===== config.mk =====
export PLATFORM = sky130hd
export DESIGN_NAME = c_result_collector
export DESIGN_NICKNAME = d
export VERILOG_FILES = /design/src/rtl/c_result_collector.sv
export SDC_FILE = /design/constraint.sdc
export NUM_CORES = 1
export LEC_CHECK = 0
export CORE_MARGIN = 2
export CORE_UTILIZATION = 40
export DETAILED_ROUTE_END_ITERATION = 10
export GPL_ROUTABILITY_DRIVEN = 0
export SLEW_MARGIN = 20
export SYNTH_ARGS = -nofsm -noshare
export SYNTH_HDL_FRONTEND = slang
export SYNTH_SLANG_ARGS = --single-unit

===== constraint.sdc =====
create_clock -name clk -period 2.4 [get_ports clk]
set_clock_uncertainty 0.2 [all_clocks]
set_input_delay 0.48 -clock clk [delete_from_list [all_inputs] [get_ports clk]]
set_output_delay 0.48 -clock clk [all_outputs]
set_load 0.02 [all_outputs]

===== src/rtl/c_result_collector.sv =====
// c_result_collector: sink for one 2x2 C-result tile per arm, with length checking and a readback bank.
// Optional stall timeout in COLLECT/DRAIN is enabled by defining C_COLLECT_TIMEOUT_EN.
module c_result_collector #(
    parameter int DATA_W      = 32,
    parameter int NUM_BEATS   = 4,
    parameter int CNT_W       = 16,
    parameter int TIMEOUT_CYC = 1024
) (
    input  logic                         clk,
    input  logic                         rst_n,
    input  logic [DATA_W-1:0]            s_axis_c_tdata,
    input  logic                         s_axis_c_tvalid,
    output logic                         s_axis_c_tready,
    input  logic                         s_axis_c_tlast,
    input  logic                         arm,
    input  logic                         ack,
    input  logic [$clog2(NUM_BEATS)-1:0] rd_addr,
    output logic [DATA_W-1:0]            rd_data,
    output logic                         tile_done,
    output logic                         err,
    output logic [1:0]                   err_code,
    output logic [CNT_W-1:0]             tile_cnt
);
    localparam int AW = $clog2(NUM_BEATS);

    typedef enum logic [2:0] {IDLE, COLLECT, HOLD, DRAIN, ERROR} state_t;

    state_t            state, state_next;
    logic [AW-1:0]     beat_cnt;
    logic [DATA_W-1:0] bank [NUM_BEATS];
    logic [1:0]        code_next;
    logic              active, hs, last_beat, timeout;

    assign active          = (state == COLLECT) || (state == DRAIN);
    assign s_axis_c_tready = active;
    assign hs              = active && s_axis_c_tvalid;
    assign last_beat       = beat_cnt == AW'(NUM_BEATS - 1);
    assign tile_done       = state == HOLD;
    assign err             = state == ERROR;

`ifdef C_COLLECT_TIMEOUT_EN
    localparam int SW = $clog2(TIMEOUT_CYC + 1);
    logic [SW-1:0] stall_cnt;
    assign timeout = active && !hs && (stall_cnt == SW'(TIMEOUT_CYC - 1));
    // Counts consecutive idle cycles; any handshake or state change restarts it
    always_ff @(posedge clk or negedge rst_n) begin
        if (!rst_n)
            stall_cnt <= '0;
        else if (!active || hs || state_next != state)
            stall_cnt <= '0;
        else
            stall_cnt <= stall_cnt + SW'(1);
    end
`else
    assign timeout = 1'b0;
`endif

    always_comb begin
        state_next = state;
        code_next  = err_code;
        case (state)
            IDLE:    if (arm) state_next = COLLECT;
            COLLECT: begin
                if (hs && s_axis_c_tlast) begin
                    state_next = last_beat ? HOLD : ERROR;
                    code_next  = last_beat ? err_code : 2'd1;
                end else if (hs && last_beat) begin
                    state_next = DRAIN;
                    code_next  = 2'd2;
                end else if (timeout) begin
                    state_next = ERROR;
                    code_next  = 2'd3;
                end
            end
            HOLD:    if (ack) state_next = arm ? COLLECT : IDLE;
            DRAIN: begin
                if (hs && s_axis_c_tlast) begin
                    state_next = ERROR;
                end else if (timeout) begin
                    state_next = ERROR;
                    code_next  = 2'd3;
                end
            end
            ERROR: begin
                if (ack) begin
                    state_next = IDLE;
                    code_next  = 2'd0;
                end
            end
            default: state_next = IDLE;
        endcase
    end

    always_ff @(posedge clk or negedge rst_n) begin
        if (!rst_n) begin
            state    <= IDLE;
            err_code <= 2'd0;
        end else begin
            state    <= state_next;
            err_code <= code_next;
        end
    end

    always_ff @(posedge clk or negedge rst_n) begin
        if (!rst_n) begin
            beat_cnt <= '0;
            tile_cnt <= '0;
            rd_data  <= '0;
            for (int i = 0; i < NUM_BEATS; i++) bank[i] <= '0;
        end else begin
            if (state != COLLECT && state_next == COLLECT)
                beat_cnt <= '0;
            else if (state == COLLECT && hs)
                beat_cnt <= beat_cnt + AW'(1);
            // The beat that trips a length error is still stored
            if (state == COLLECT && hs)
                bank[beat_cnt] <= s_axis_c_tdata;
            if (state == COLLECT && state_next == HOLD)
                tile_cnt <= tile_cnt + CNT_W'(1);
            rd_data <= (32'(rd_addr) < NUM_BEATS) ? bank[rd_addr] : '0;
        end
    end
endmodule


Figure 1. M1 wires.
Bar = 50 um.
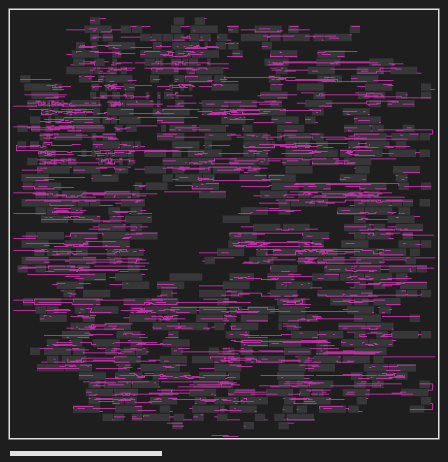
wire length on this layer: 6270 um
nets with wire on the layer: 555
main direction: horizontal
via count: 4120
met1 Resource Use GR: 19.4%
WL final: 14400 um

Figure 2. Signal metal coverage by tile.
28 x 28 tiles, from white (low) to dark blue (high), scaled to the fullest tile. Values are wire area over tile area, all layers added.
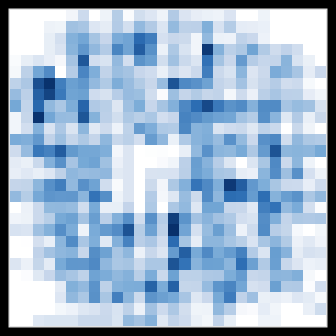
nearly empty tiles: 11%
emptiest ninth of the die: north-east
mean over tiles: 0.11
fullest tile: 0.35
tiles over half the peak: 21%
GRT Util Overall: 15.5%
routed len/inst: 17.7 um

Figure 3. Layout detail.
Bar = 5 um. Region (96, 96) to (116, 116) um. Cells in gray, sequential cells in the stronger gray; small squares are vias.
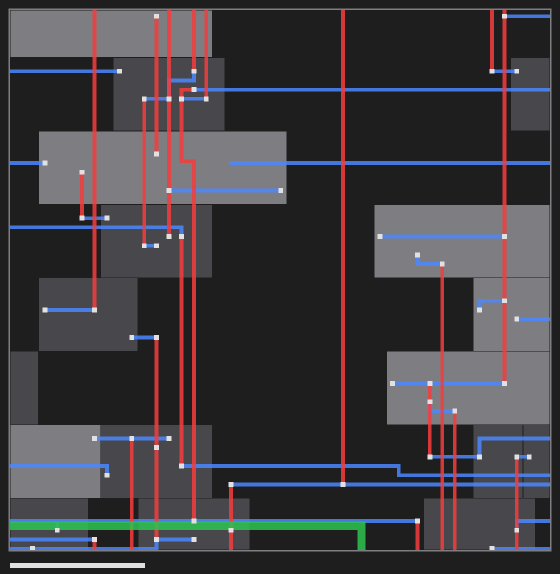
legend:
  met2:
    color: red
  met1:
    color: blue
  met3:
    color: green
sequential cells in the window: 4
cells with their middle in the window: 12
netlist names of flops here include: `bank` (4)
most frequent: mux2_1 (6), dfrtp_1 (4)

==> Changelog: implementation <==
## Flow update

- CTS root buf: clkbuf_16
- Fin crit share: 91.8%
- Dpl cells: 778
- Endpoints failing hold: 0
- Max Root-Sink Buffers: 2
- TNS Setup: 0 ns
- Critical path type: reg -> out
- Die Area: around 0.020 mm^2
- Vert. Die Dim: ~140 um
- Fin. max-slew vios: 0
- DR vias/cell: between 5 and 6
- Synth top area cells: dfrtp_1 (61%), mux2_1 (19%), mux4_2 (9.6%), buf_4 (1.2%), xnor2_1 (0.93%)
- Hold Path Sink: tile_cnt[15]$_DFFE_PN0P_
- Postcts setup bufs: 0
- Final HPWL DP: 9220 um
- Worst rel slew slack: 61.4%
- Slowest Stage Delay on Critical Path: ~0.65 ns
- Reg2Reg Capture Point: tile_cnt[14]$_DFFE_PN0P_
- Aggregate global routing overflow: 0
- Final setup viols: 0
- Io pins: 93
- Pin count of the biggest net entering global routing: roughly 73
- CP max-delay cell: clkdlybuf4s50_1
- OpenROAD warning count: 29
- DR pass1 iterations: 4
- Max Clock Freq: 454 MHz
- PnR worst setup slack: 0.196 ns
- Critical Path Start Type: flip-flop
- Reg-to-reg startpoint: beat_cnt[0]$_DFFE_PN0P_
- Multi-input gate area: 0.00276 mm^2
- Seq share, synth: around 61%
- Vias in the first global route: 4516
- RSZ-0062 raised after global routing: false
- Outcome: completed
- Maximum vdd ir drop: 513 uV
- Most used logic cell in the final layout: dfrtp_1
- Worst path buffer plus inverter count: 1
- Avg Cell Area, Syn: 16.4 um^2
- DIE WIDTH: 141 um
- Worst slew pin tran: 0.571 ns
- Clk slew on worst S/H paths: ~0.07 ns
- EDFF count, synth: 0
- Starting Density: 40.4%
- Port Buffers: 92
- Area Growth Syn to Fin: 25.6%
- FILL cells: 1572
- Share of post-route cells with drive strength above 1: 16.1%
- PwrDens: 1130 mW/mm^2
- Synth area leader: dfrtp_1
- CTS tree: yes
- Final non-filler cell total: around 810
- Syn Nets: between 500 and 600
- CTS Sinks: 183
- Post-place setup slack: -0.0644 ns
- Minimum clock period: between 2 and 2.5 ns
- Worst Path Required: 1.72 ns
- Lkg Pwr: 0.00425 uW
- DR DRC count: 0
- CP arrival: approximately 1.5 ns
- Post-Synthesis Cells: ~460
- CP Cell Sequence: clkdlybuf4s50_1
- Clock latency on the worst-skew pair: roughly 0.42 ns
- Area reported by Yosys stat: 0.00751 mm^2
- Core area: 0.0186 mm^2
- Hold Startpoint: tile_cnt[15]$_DFFE_PN0P_
- Nets: 609
- Top delay family on crit path: buffers and inverters
- Yosys cell count: 457
- Inserted Diodes: 0
- Drt first-iter violations: 168
- Most frequent cells in the layout: dfrtp_1 (181), mux2_1 (129), clkdlybuf4s50_1 (86)
- Antenna Violating Nets Remaining: 0
- Initial antenna violation count: 1
- Netlist cell types: 40
- Total CTS buffers: 17
- Post-layout util: 50.7%
- Max_cap viols: 0
- R2R depth: 5
- Hold path cells: 1
- FF-to-FF setup slack: about 0.43 ns
- Max FO, Critical Path: 6
- Worst setup EP type: output port
- Post-synth ARST share: 100%
- Row count: around 50
- Top-area cell share: 61.0%
- Area of the mapped netlist: about 0.0075 mm^2
==> worst reg2reg max path: cells and delay by family (launching register included) <==
kind	cells	cell delay [ns]
xor+xnor	1	0.16
fa+ha+maj	1	0.22
flops	1	0.40
simple gates	3	0.92
==> Yosys cell counts, drive strengths merged, types with 2 or more instances <==
cell / number
dfrtp: 183
mux2: 129
mux4: 32
buf: 19
nand2: 12
inv: 9
nor2: 9
xnor2: 8
xor2: 7
nor3: 6
ha: 5
a21oi: 4
clkbuf: 4
nand3: 4
nand4: 4
and3: 3
o21ai: 2
==> through the flow <==
stage               power (uW)  area (um^2)  hold WS, ns
floorplan                 6640         7510      -0.0156
global placement          7760         8830        0.260
detailed placement        7930         8830        0.265
CTS                      10800         9430        0.274
global route             11200         9430        0.292
finish                   10600         9430        0.274
==> per-layer routing <==
layer | GRT usage [%] | vias up | share of wire (%)
li1 | - | 1863 | -
met1 | 19.4 | 2185 | 44
met2 | 26.3 | 63 | 52
met3 | 4.18 | 9 | 3.4
met4 | 5.11 | 0 | 1.1
met5 | 0 | - | 0
==> state kept, by name, indices dropped and copies added, names as in the netlist <==
register  cells
bank        128
beat_cnt      2
err_code      2
rd_data      32
state         3
tile_cnt     16
==> cells by family (layout without fill, tap and decap cells) <==
kind of cell | count (synthesis) | count (layout) | synth area share, %
mux | 161 | 161 | 28.9
buf+inv | 33 | 153 | 2.43
xor+xnor | 15 | 15 | 1.75
fa+ha+maj | 5 | 5 | 0.833
compound gates | 11 | 11 | 0.917
flops | 183 | 183 | 61.0
simple gates | 49 | 49 | 4.13
==> worst max-delay path by stage <==
stage,from,endpoint,slack (ns),depth (start not counted)
2_1_floorplan,state[2]$_DFF_PN0_,tile_cnt[15]$_DFFE_PN0P_,0.49,5
3_3_place_gp,s_axis_c_tvalid,tile_cnt[15]$_DFFE_PN0P_,-0.03,5
4_1_cts,tile_cnt[2]$_DFFE_PN0P_,tile_cnt[2],0.15,1
6_report,tile_cnt[2]$_DFFE_PN0P_,tile_cnt[2],0.20,1
3_5_place_dp,s_axis_c_tvalid,tile_cnt[13]$_DFFE_PN0P_,-0.06,5
5_1_grt,tile_cnt[2]$_DFFE_PN0P_,tile_cnt[2],0.11,1
==> cell type report <==
class	count	share of cell area, %
sequential	183	48.6
tap	234	3.11
timing repair buffer	111	12.4
clock inverter	9	1.31
inverter	10	0.398
multi-input combinational	241	29.2
clock buffer	23	4.96
==> power breakdown <==
part,leakage (uW),switching [uW],internal (uW)
clock,0.000295,1130,1690
sequential,0.00230,585,4330
combinational,0.00165,1220,1670
total,0.00425,2930,7690
==> repair_timing <==
action                                 CTS  global route
hold buffers                             1             0
endpoints found under the hold margin   49             0
resized                                  5             0
setup endpoints to repair                3             0
No activity file was given, so power comes from the tool's default toggle rates.
